File: config.mk
export PLATFORM = sky130hd
export DESIGN_NAME = phy_rx_ctrl
export DESIGN_NICKNAME = d
export VERILOG_FILES = /design/src/rtl/phy_rx_pkg.sv /design/src/rtl/rx_word_fifo.sv /design/src/rtl/phy_rx_ctrl.sv
export SDC_FILE = /design/constraint.sdc
export NUM_CORES = 1
export LEC_CHECK = 0
export CAP_MARGIN = 20
export CELL_PAD_IN_SITES_DETAIL_PLACEMENT = 1
export CELL_PAD_IN_SITES_GLOBAL_PLACEMENT = 1
export CORE_MARGIN = 2
export CORE_UTILIZATION = 49
export DETAILED_ROUTE_END_ITERATION = 8
export GPL_TIMING_DRIVEN = 0
export HOLD_SLACK_MARGIN = 0.02
export PLACE_DENSITY_LB_ADDON = 0.25
export SLEW_MARGIN = 15
export SYNTH_ARGS = -nofsm -noshare
export SYNTH_HDL_FRONTEND = slang
export SYNTH_SLANG_ARGS = --single-unit
File: constraint.sdc
create_clock -name clk -period 4.6 [get_ports clk]
set_input_delay 1.15 -clock clk [delete_from_list [all_inputs] [get_ports clk]]
set_output_delay 1.15 -clock clk [all_outputs]
set_load 0.02 [all_outputs]
File: src/rtl/phy_rx_pkg.sv
// Shared definitions for the PHY receive sequencer: state encoding, word width
// and watchdog limit.
package phy_rx_pkg;

  localparam int WORD_W         = 32;
  localparam int TIMEOUT_CYCLES = 1024;

  typedef enum logic [1:0] {
    IDLE,
    RECV,
    FLUSH,
    WAIT_WORD
  } rx_state_t;

endpackage

File: src/rtl/rx_word_fifo.sv
// Synchronous word FIFO with show-ahead read. A push while full is accepted
// only when a pop happens in the same cycle.
module rx_word_fifo #(
  parameter int WIDTH = 32,
  parameter int DEPTH = 4
) (
  input  logic                     clk,
  input  logic                     reset,
  input  logic                     push,
  input  logic [WIDTH-1:0]         push_data,
  input  logic                     pop,
  output logic [WIDTH-1:0]         rd_data,
  output logic                     full,
  output logic                     empty,
  output logic [$clog2(DEPTH):0]   level
);

  localparam int AW = $clog2(DEPTH);
  localparam logic [AW:0] FULL_LVL = (AW+1)'(DEPTH);

  logic [WIDTH-1:0] mem [DEPTH];
  logic [AW-1:0]    wr_ptr;
  logic [AW-1:0]    rd_ptr;
  logic             do_push;
  logic             do_pop;

  assign empty   = (level == '0);
  assign full    = (level == FULL_LVL);
  assign do_pop  = pop & ~empty;
  assign do_push = push & (~full | do_pop);
  // Empty reads return zero so rd_data is clean out of reset.
  assign rd_data = empty ? '0 : mem[rd_ptr];

  always_ff @(posedge clk) begin
    if (do_push)
      mem[wr_ptr] <= push_data;
  end

  always_ff @(posedge clk or negedge reset) begin
    if (!reset) begin
      wr_ptr <= '0;
      rd_ptr <= '0;
      level  <= '0;
    end else begin
      if (do_push)
        wr_ptr <= wr_ptr + AW'(1);
      if (do_pop)
        rd_ptr <= rd_ptr + AW'(1);
      case ({do_push, do_pop})
        2'b10:   level <= level + (AW+1)'(1);
        2'b01:   level <= level - (AW+1)'(1);
        default: level <= level;
      endcase
    end
  end

endmodule

File: src/rtl/phy_rx_ctrl.sv
// Receive-path sequencer: gates PHY bits into the deserializer, zero-pads the
// last word, buffers words and raises interrupts. Watchdog: RX_CTRL_TIMEOUT_EN.
module phy_rx_ctrl
  import phy_rx_pkg::*;
#(
  parameter int DATA_WIDTH = 32,
  parameter int FIFO_DEPTH = 4,
  parameter int LEN_WIDTH  = 12
) (
  input  logic                          clk,
  input  logic                          reset,
  input  logic                          start,
  input  logic [LEN_WIDTH-1:0]          frame_len,
  input  logic                          bit_valid,
  input  logic                          bit_in,
  output logic                          des_we,
  output logic                          des_data,
  input  logic                          des_valid,
  input  logic [DATA_WIDTH-1:0]         des_word,
  input  logic                          rd_en,
  output logic [DATA_WIDTH-1:0]         rd_data,
  output logic                          fifo_empty,
  output logic [$clog2(FIFO_DEPTH):0]   fifo_level,
  output logic                          busy,
  input  logic                          en_irq,
  input  logic                          clear_irq,
  output logic                          irq,
  output logic                          done_flag,
  output logic                          ovf_flag,
  output logic                          tmo_flag
);

  localparam int PAD_W = $clog2(WORD_W);

  rx_state_t            state;
  logic [LEN_WIDTH-1:0] remaining;
  logic [PAD_W-1:0]     pad;
  logic                 des_valid_q;
  logic                 word_evt;
  logic                 fifo_full;
  logic                 pop_ok;
  logic                 done_set;
  logic                 ovf_set;
  logic                 tmo_set;
  logic                 tmo_empty;
  logic [PAD_W-1:0]     tmo_pad;
  logic                 set_q;

  assign word_evt = des_valid & ~des_valid_q;
  assign pop_ok   = rd_en & ~fifo_empty;
  assign ovf_set  = word_evt & fifo_full & ~pop_ok;
  assign done_set = ((state == WAIT_WORD) && word_evt) || tmo_empty;
  assign busy     = (state != IDLE);

`ifdef RX_CTRL_TIMEOUT_EN
  localparam int TMO_W = $clog2(TIMEOUT_CYCLES);

  logic [TMO_W-1:0] idle_cnt;
  logic [PAD_W-1:0] word_pos;

  assign tmo_set   = (state == RECV) && !bit_valid &&
                     (idle_cnt == TMO_W'(TIMEOUT_CYCLES - 1));
  // A word-aligned timeout has nothing left in the deserializer, so finish at once.
  assign tmo_empty = tmo_set && (word_pos == '0);
  assign tmo_pad   = PAD_W'(0) - word_pos;

  always_ff @(posedge clk or negedge reset) begin
    if (!reset) begin
      idle_cnt <= '0;
      word_pos <= '0;
    end else if (state == IDLE) begin
      idle_cnt <= '0;
      word_pos <= '0;
    end else if (state == RECV) begin
      if (bit_valid) begin
        idle_cnt <= '0;
        word_pos <= word_pos + PAD_W'(1);
      end else if (!tmo_set) begin
        idle_cnt <= idle_cnt + TMO_W'(1);
      end
    end
  end
`else
  assign tmo_set   = 1'b0;
  assign tmo_empty = 1'b0;
  assign tmo_pad   = '0;
`endif

  always_ff @(posedge clk or negedge reset) begin
    if (!reset) begin
      state     <= IDLE;
      remaining <= '0;
      pad       <= '0;
      des_we    <= 1'b0;
      des_data  <= 1'b0;
    end else begin
      des_we   <= 1'b0;
      des_data <= 1'b0;
      case (state)
        IDLE: begin
          if (start && (frame_len != '0)) begin
            remaining <= frame_len;
            pad       <= PAD_W'(0) - frame_len[PAD_W-1:0];
            state     <= RECV;
          end
        end
        RECV: begin
          if (bit_valid) begin
            des_we    <= 1'b1;
            des_data  <= bit_in;
            remaining <= remaining - LEN_WIDTH'(1);
            if (remaining == LEN_WIDTH'(1))
              state <= (pad != '0) ? FLUSH : WAIT_WORD;
          end else if (tmo_set) begin
            pad   <= tmo_pad;
            state <= tmo_empty ? IDLE : FLUSH;
          end
        end
        FLUSH: begin
          des_we <= 1'b1;
          pad    <= pad - PAD_W'(1);
          if (pad == PAD_W'(1))
            state <= WAIT_WORD;
        end
        WAIT_WORD: begin
          if (word_evt)
            state <= IDLE;
        end
        default: state <= IDLE;
      endcase
    end
  end

  // Sticky flags: a set in the same cycle as clear_irq wins.
  always_ff @(posedge clk or negedge reset) begin
    if (!reset) begin
      des_valid_q <= 1'b0;
      done_flag   <= 1'b0;
      ovf_flag    <= 1'b0;
      tmo_flag    <= 1'b0;
      set_q       <= 1'b0;
      irq         <= 1'b0;
    end else begin
      des_valid_q <= des_valid;
      done_flag   <= done_set | (done_flag & ~clear_irq);
      ovf_flag    <= ovf_set  | (ovf_flag  & ~clear_irq);
      tmo_flag    <= tmo_set  | (tmo_flag  & ~clear_irq);
      set_q       <= done_set | ovf_set | tmo_set;
      irq         <= (set_q & en_irq) | (irq & ~clear_irq);
    end
  end

  rx_word_fifo #(
    .WIDTH (DATA_WIDTH),
    .DEPTH (FIFO_DEPTH)
  ) u_fifo (
    .clk       (clk),
    .reset     (reset),
    .push      (word_evt),
    .push_data (des_word),
    .pop       (rd_en),
    .rd_data   (rd_data),
    .full      (fifo_full),
    .empty     (fifo_empty),
    .level     (fifo_level)
  );

endmodule

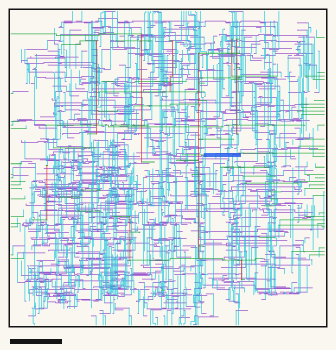
Fig. 1. Routed metal, one color a layer.
Scale bar: 20 µm.
Key: cyan = metal 2 [wire length 7,880 µm]; green = metal 3 [wire length 865 µm]; red = metal 4 [wire length 283 µm]; blue = metal 5 [wire length 12.9 µm]; purple = metal 1 [wire length 6,330 µm]
average wire per standard cell: 20.8 µm
DRT Wirelength: 15.4 mm
Total GRT Usage: 0.220
total number of vias: 4,133

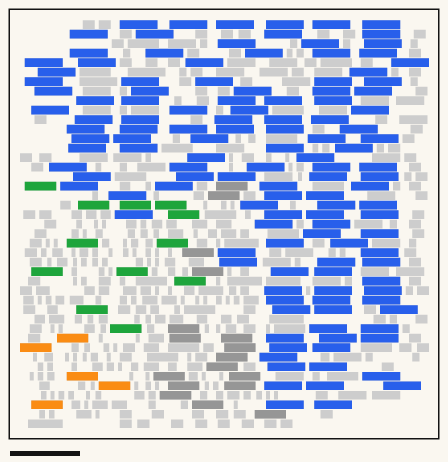
Fig. 2. Sequential cells grouped by signal name.
Scale bar: 20 µm. Other sequential cells in the stronger gray, the rest of the logic in the fainter gray.
Key: orange = `pad` [placed flops 5, where lower left]; blue = `u_fifo.mem` [placed flops 128, where widely spread]; green = `remaining` [placed flops 12]
Another 17 sequential cells are not colored.
register fraction of the total cell area: 0.536
Layout Utilization: 0.636
Register Area: 4690 µm²

==> flow_metrics.py <==
# Synthesis and PnR figures
metrics = {
    "clocking": {
        "clock.latency.late_pin_ns": 0.43,
        "cts_htree_levels": 4,
        "numClockSinks": 162,
    },
    "power_and_ir_drop": {
        "power_sequential_w": 0.00200,
        "comb_power_share": 0.416,
        "reg_power_frac": 0.348,
        "p_leak_nw": 3.08,
        "switching_share": 0.345,
        "power.switching_w": 0.00199,
    },
    "cells_and_area": {
        "num-multi-input-gates": 224,
        "bufAreaShareNonClock": 0.134,
        "layout.filler_cells": 1276,
        "finalNonFillerCells": 740,
        "combGateArea_um2": 2020,
        "area_delta_synth_final_pct": 27.3,
        "layout.nets": 616,
        "final_layout_top_logic_cells": "128 x sky130_fd_sc_hd__edfxtp_1, 94 x sky130_fd_sc_hd__clkdlybuf4s50_1, 37 x sky130_fd_sc_hd__nor2b_1",
        "nNonClkInverters": 23,
        "buffers": 119,
    },
    "drt": {
        "first_pass_iters": 6,
        "detail_route.vias_per_cell": 5.59,
    },
    "die": {
        "design.core.area_um2": 13800,
        "design.portCount": 96,
    },
    "hold_path": {
        "hold_crit_path_type": "register to register",
    },
    "place": {
        "dpl-instance-area_um2": 8200,
        "gp_routability_congestion": 0.818,
        "place_hpwl_mm": 10.6,
        "place.detailed.instances": 708,
    },
    "flow_run": {
        "cap_violations": 0,
    },
    "sta": {
        "rsz_0062_raised_after_global_routing": "no",
        "final-hold-violation-count": 0,
        "worst_slew_margin_rel": 0.387,
        "min_period_ns": 3.97,
        "whs_ns": 0.468,
        "finalClockPeriodUsage": 0.864,
    },
    "grt": {
        "aggregate_global_routing_overflow": 0,
        "pin_count_of_the_biggest_net_entering_global_routing": 21,
        "via_count_of_the_first_global_routing_pass": 4471,
    },
    "yosys": {
        "ys_ff": 162,
        "topCellsByArea": "sky130_fd_sc_hd__edfxtp_1 56%, sky130_fd_sc_hd__dfrtp_1 12%, sky130_fd_sc_hd__mux4_2 10%",
        "postSynth.asyncResetShare": 0.210,
        "synthesis.area_per_instance_um2": 16.1,
        "synth-edff-count": 128,
        "ys.warnings.count": 0,
        "compound_area_frac": 0.0527,
        "top_cell_area_share": 0.559,
    },
    "outcome": {
        "outcome": "finished, final reports clean",
    },
    "setup_path": {
        "rrSetupSlack_ns": 2.09,
    },
}
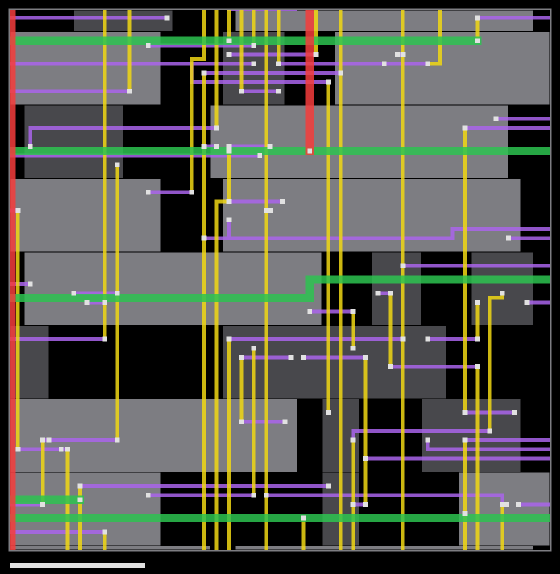
Fig. 3. A small window of the routed layout.
Scale bar: 5 µm. Region (51, 76) to (71, 96) µm. Cells in gray, sequential cells in the stronger gray; small squares are vias.
Key: red = metal 4; green = metal 3; yellow = metal 2; purple = metal 1
Most frequent: edfxtp_1 (8). Sequential cells in the window: 8. 16 logic cells have their middle in the window. Netlist names of flops here include `u_fifo.mem` (8).

[layer usage]
layer / up-vias / track usage / wire, µm / share of wire
met2: 128 / 0.374 / 7880 / 0.51
li1: 1869 / - / - / -
met5: - / 0 / 12 / 0.00078
met3: 29 / 0.0539 / 865 / 0.056
met4: 2 / 0.0761 / 283 / 0.018
met1: 2105 / 0.278 / 6330 / 0.41
[how the worst min path moves through the flow]
stage	slack (ns)	cells after the start	endpoint	from
global placement	0.45	2	irq	set_q
floorplan	0.43	2	irq	set_q
finish	0.47	2	irq	set_q
CTS	0.47	2	irq	set_q
global route	0.50	2	irq	set_q
detailed placement	0.46	2	irq	set_q
[worst max-delay path: cells and delay by family (launching register included)]
kind          cells  cell delay (ns)
buf+inv           2             1.20
flops             1             0.44
simple gates      1             0.76
